Port wiring:
Drawn at 2 px/µm.
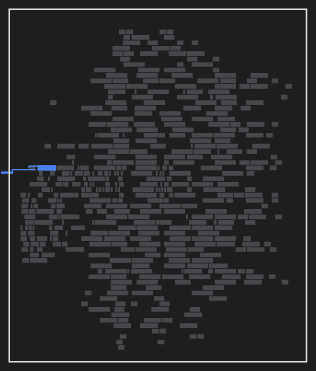
Ports around the boundary:
Drawn at 1.5 px/µm. Pins as bars across the die edge, other pins in gray.
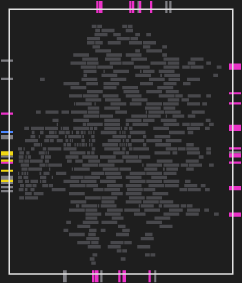
Sequential cells grouped by signal name:
Drawn at 1.5 px/µm.
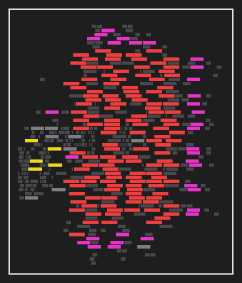
Routed metal, one color a layer:
Drawn at 2 px/µm.
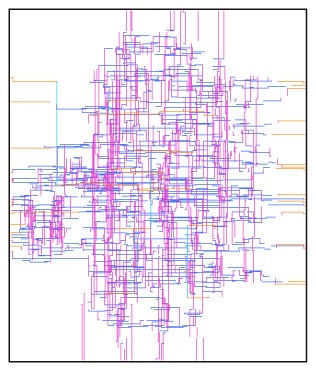
<file path="config.mk">
export PLATFORM = sky130hd
export DESIGN_NAME = sync_width_fifo
export DESIGN_NICKNAME = d
export VERILOG_FILES = /design/src/rtl/sync_width_fifo.sv
export SDC_FILE = /design/constraint.sdc
export NUM_CORES = 1
export LEC_CHECK = 0
export CORE_ASPECT_RATIO = 1.2
export CORE_MARGIN = 5
export CORE_UTILIZATION = 30
export DETAILED_ROUTE_END_ITERATION = 8
export PLACE_DENSITY = 0.58
export SETUP_SLACK_MARGIN = 0.2
export SYNTH_ARGS = -nofsm -noshare
export SYNTH_HDL_FRONTEND = slang
export SYNTH_SLANG_ARGS = --single-unit
</file>
<file path="constraint.sdc">
create_clock -name i_clk -period 2.8 [get_ports i_clk]
set_input_delay 0.84 -clock i_clk [delete_from_list [all_inputs] [get_ports i_clk]]
set_output_delay 0.84 -clock i_clk [all_outputs]
set_load 0.01 [all_outputs]
</file>
<file path="src/rtl/sync_width_fifo.sv">
// Single-clock FIFO with write/read width conversion. Storage and occupancy are in
// narrow units; the wide side packs or unpacks lanes little-endian (unit 0 = bits [NW-1:0]).
module sync_width_fifo #(
  parameter int IN_W      = 8,
  parameter int OUT_W     = 32,
  parameter int AW        = 4,
  parameter int AFULL_TH  = 12,
  parameter int AEMPTY_TH = 4
) (
  input  logic             i_clk,
  input  logic             i_rst,
  input  logic             i_wr,
  input  logic [IN_W-1:0]  i_wdata,
  output logic             o_wfull,
  output logic             o_walmost_full,
  output logic             o_wovf,
  input  logic             i_rd,
  output logic [OUT_W-1:0] o_rdata,
  output logic             o_rvalid,
  output logic             o_rempty,
  output logic             o_ralmost_empty,
  output logic             o_runf,
  output logic [AW:0]      o_count
);

  localparam int NW    = (IN_W < OUT_W) ? IN_W : OUT_W;
  localparam int IN_U  = IN_W / NW;
  localparam int OUT_U = OUT_W / NW;
  localparam int DEPTH = 1 << AW;

  localparam logic [AW:0] IN_INC   = (AW+1)'(IN_U);
  localparam logic [AW:0] OUT_DEC  = (AW+1)'(OUT_U);
  localparam logic [AW:0] FULL_LIM = (AW+1)'(DEPTH - IN_U);
  localparam logic [AW:0] AF_LIM   = (AW+1)'(AFULL_TH);
  localparam logic [AW:0] AE_LIM   = (AW+1)'(AEMPTY_TH);

  // Flat narrow-unit array: the low log2(RATIO) address bits select the bank, the rest the row.
  logic [NW-1:0] mem [DEPTH];
  logic [AW-1:0] wptr;
  logic [AW-1:0] rptr;
  logic [AW:0]   count;
  logic          wr_ok;
  logic          rd_ok;

  assign o_count         = count;
  assign o_wfull         = (count > FULL_LIM);
  assign o_walmost_full  = (count >= AF_LIM);
  assign o_rempty        = (count < OUT_DEC);
  assign o_ralmost_empty = (count <= AE_LIM);

  assign wr_ok = i_wr & ~o_wfull;
  assign rd_ok = i_rd & ~o_rempty;

  always_ff @(posedge i_clk or posedge i_rst) begin
    if (i_rst) begin
      wptr     <= '0;
      rptr     <= '0;
      count    <= '0;
      o_rdata  <= '0;
      o_rvalid <= 1'b0;
      o_wovf   <= 1'b0;
      o_runf   <= 1'b0;
    end else begin
      if (wr_ok) wptr <= wptr + AW'(IN_U);
      if (rd_ok) rptr <= rptr + AW'(OUT_U);
      count    <= count + (wr_ok ? IN_INC : '0) - (rd_ok ? OUT_DEC : '0);
      o_rvalid <= rd_ok;
      o_wovf   <= i_wr & o_wfull;
      o_runf   <= i_rd & o_rempty;
      if (rd_ok) begin
        for (int k = 0; k < OUT_U; k++) begin
          o_rdata[k*NW +: NW] <= mem[rptr + AW'(k)];
        end
      end
    end
  end

  // Contents need no reset: pointers and count define what is valid.
  always_ff @(posedge i_clk) begin
    if (wr_ok && !i_rst) begin
      for (int k = 0; k < IN_U; k++) begin
        mem[wptr + AW'(k)] <= i_wdata[k*NW +: NW];
      end
    end
  end

endmodule

</file>
==> out/results.ini <==
[sta]
setup_tns_ns = 0
post-route-period-util = 0.883
period_needed_ns = 2.47
worst_slew_margin_rel = 0.536
rsz0062_at_grt = no
timing.fmax_mhz = 404
hold_violations = 0
final.setup_skew_ns = 0.0100

[cts]
htree_levels = 4
cts_tree = done
path_clk_slew_ns = 0.06
clk_latency_ns = 0.42
cts_sinks = 174

[route]
drtAntennaViolNets = 0
routed.top_layer = met4
dr.pass1.iters = 4
dr_wl_met2_mm = 6.32
vias_per_cell = 4.45
wl_met3_um = 609
drt_iter0_markers = 138
met1_length_mm = 5.44

[logic_synthesis]
area_leaders = edfxtp_1, dfrtp_1, mux4_2
ys_cells = 329
ys_seq_share = 0.729
async_flop_share = 0.264
yosysWarnings = 0
synth_top_flop_cell = edfxtp_1
syn_area_per_cell_um2 = 20.8
syn_area_mm2 = 0.00685
yosysTopAreaCell = edfxtp_1
edf_count = 128
top_area_frac = 0.561

[cells_and_area]
antenna_cells = 0
drive_gt1_frac = 0.284
syn2layout_area_growth_pct = 22.1
nFillCells = 2043

[setup_path]
crit_slowest_cell = dfrtp_2
crit_path_end_kind = output port
timing.critical_path.max_delay_family = flip-flops
path_depth = 5
critPathLaunchType = flip-flop
r2r-start = o_count[3]
crit_buf_inv = 2
reg2regPathDepth = 9
slowest_delay_ns = 0.39

[min_path]
hp-class = reg -> reg
min_from = o_rdata[23]
holdPathEnd = o_rdata[23]

[floorplanning]
num_rows = 60
ios = 56
die_w_um = 148
core_util_floorplan = 0.305
core_mm2 = 0.0224
chip_area_mm2 = 0.0260

[pwr]
pwr-share-clk = 0.241
peakVddDrop_mv = 0.617
comb_power_share = 0.344
p_switching_w = 0.00238
p_int_w = 0.00603

[global_route]
gr-usage-met2 = 0.168
overflow = 0
grt_pass1_wl_mm = 19.4
grt_max_degree = 47
grt_use_met1 = 0.124
track_usage = 0.101
met3_usage = 0.0341
grt-busiest-layer = met2

[job]
maxCapViolCount = 0

[placed_design]
dp_cells = 675
io_buffers = 55
hpwl_mm = 7.88

[run_status]
status = completed

Notes on 'port wiring' above:
| color | port | bits | direction | edge | end cells | buffers | wire |
|---|---|---|---|---|---|---|---|
| blue | `o_wovf` | 1 | output | left | 1 | 1 | 27.7 µm |

Notes on 'ports around the boundary' above:
| color | port | pins | direction | edge |
|---|---|---|---|---|
| magenta | `o_rdata` | 32 | output | 16 right, 7 top, 7 bottom, 2 left |
| yellow | `o_count` | 5 | output | left |
| blue | `o_wovf` | 1 | output | left |
all pins by edge: 18 left, 17 right, 11 bottom, 10 top

Notes on 'sequential cells grouped by signal name' above:
| color | name in the netlist | sequential cells |
|---|---|---|
| red | `mem` | 128 |
| yellow | `o_count` | 5 |
| magenta | `o_rdata` | 32 |

Notes on 'routed metal, one color a layer' above:
| color | layer | wire length |
|---|---|---|
| blue | met1 | 5440 µm |
| orange | met3 | 609 µm |
| cyan | met4 | 173 µm |
| magenta | met2 | 6320 µm |

[how the worst max path moves through the flow]
stage | from | end | slack (ns)
2_1_floorplan | i_rst | mem[12][0] | 0.41
3_3_place_gp | i_rd | o_count[4] | 0.24
3_5_place_dp | i_rd | o_count[4] | 0.15
4_1_cts | o_count[4] | o_ralmost_empty | 0.22
5_1_grt | o_count[3] | o_ralmost_empty | 0.24
6_report | o_count[3] | o_ralmost_empty | 0.33
[power groups by stage]
stage          registers, W  logic [W]  clock network [W]
2_1_floorplan       0.00359    0.00179                  0
3_3_place_gp        0.00354    0.00286                  0
3_5_place_dp        0.00355    0.00292                  0
4_1_cts             0.00351    0.00294            0.00208
5_1_grt             0.00356    0.00312            0.00219
6_report            0.00349    0.00289            0.00202
[layout make-up]
class | count | share of cell area
clock buffers | 24 | 0.0540
clock inverters | 8 | 0.00524
inverters | 13 | 0.00629
multi-input cells | 131 | 0.204
flip-flops and latches | 174 | 0.598
well taps | 279 | 0.0418
repair buffers | 80 | 0.0908
[kinds of logic (layout without fill, tap and decap cells)]
group	Yosys count	count (layout)	synth area share
compound gates	8	8	0.00968
xor+xnor	8	8	0.0102
fa+ha+maj	14	14	0.0256
buf+inv	24	125	0.0234
flops	174	174	0.729
mux	65	65	0.177
simple gates	36	36	0.0248
[state kept, by name, indices dropped and copies added, names as in the netlist]
register,flops
o_wovf,1
o_count,5
o_rdata,32
o_rvalid,1
o_runf,1
rptr,2
mem,128
wptr,4
[metrics by stage]
stage	worst slack (ns)	total power, W	utilization	instance area [µm²]
after detailed placement	0.152	0.00647	0.349	7840
after floorplan	0.406	0.00538	-	6850
final	0.327	0.00841	0.372	8360
after CTS	0.221	0.00852	0.372	8350
after global placement	0.238	0.00640	0.349	7840
after global routing	0.239	0.00887	0.372	8360
[cell usage in the layout (no fill, tap or decap), types with 2 or more instances in the layout]
cell / n
mux2_4: 28
mux4_1: 4
xnor2_1: 5
buf_12: 2
mux4_2: 28
buf_4: 23
nand3_1: 3
clkbuf_1: 7
and3_1: 2
dlygate4sd2_1: 3
nand2_1: 6
dfrtp_2: 4
clkinv_1: 3
edfxtp_1: 128
clkbuf_16: 17
a21oi_1: 2
inv_1: 9
clkinvlp_4: 4
nor2_1: 19
ha_1: 13
inv_2: 3
clkdlybuf4s50_1: 51
dfrtp_1: 42
mux2_2: 5
clkinv_2: 2
xor2_1: 3
[synth_stat cells (2+ instances only)]
library cell / count
a21oi_1: 2
and3_1: 2
buf_12: 3
buf_2: 2
buf_4: 3
clkbuf_1: 2
dfrtp_1: 46
edfxtp_1: 128
ha_1: 14
inv_1: 12
mux2_2: 5
mux2_4: 28
mux4_1: 4
mux4_2: 28
nand2_1: 6
nand3_1: 3
nor2_1: 19
xnor2_1: 5
xor2_1: 3
[what timing repair did]
| action | in CTS | in global routing |
|---|---|---|
| pin swaps | 0 | 0 |
| setup endpoints to repair | 4 | 1 |
| resized | 9 | 3 |
| setup buffers | 1 | 1 |
[worst reg2reg max path, delay by kind of cell, from the launching register on]
kind | cells | cell delay [ns]
simple gates | 1 | 0.21
fa+ha+maj | 3 | 0.86
flops | 1 | 0.39
compound gates | 3 | 0.42
xor+xnor | 1 | 0.18
buf+inv | 1 | 0.06
Power and IR drop assume default switching activity.
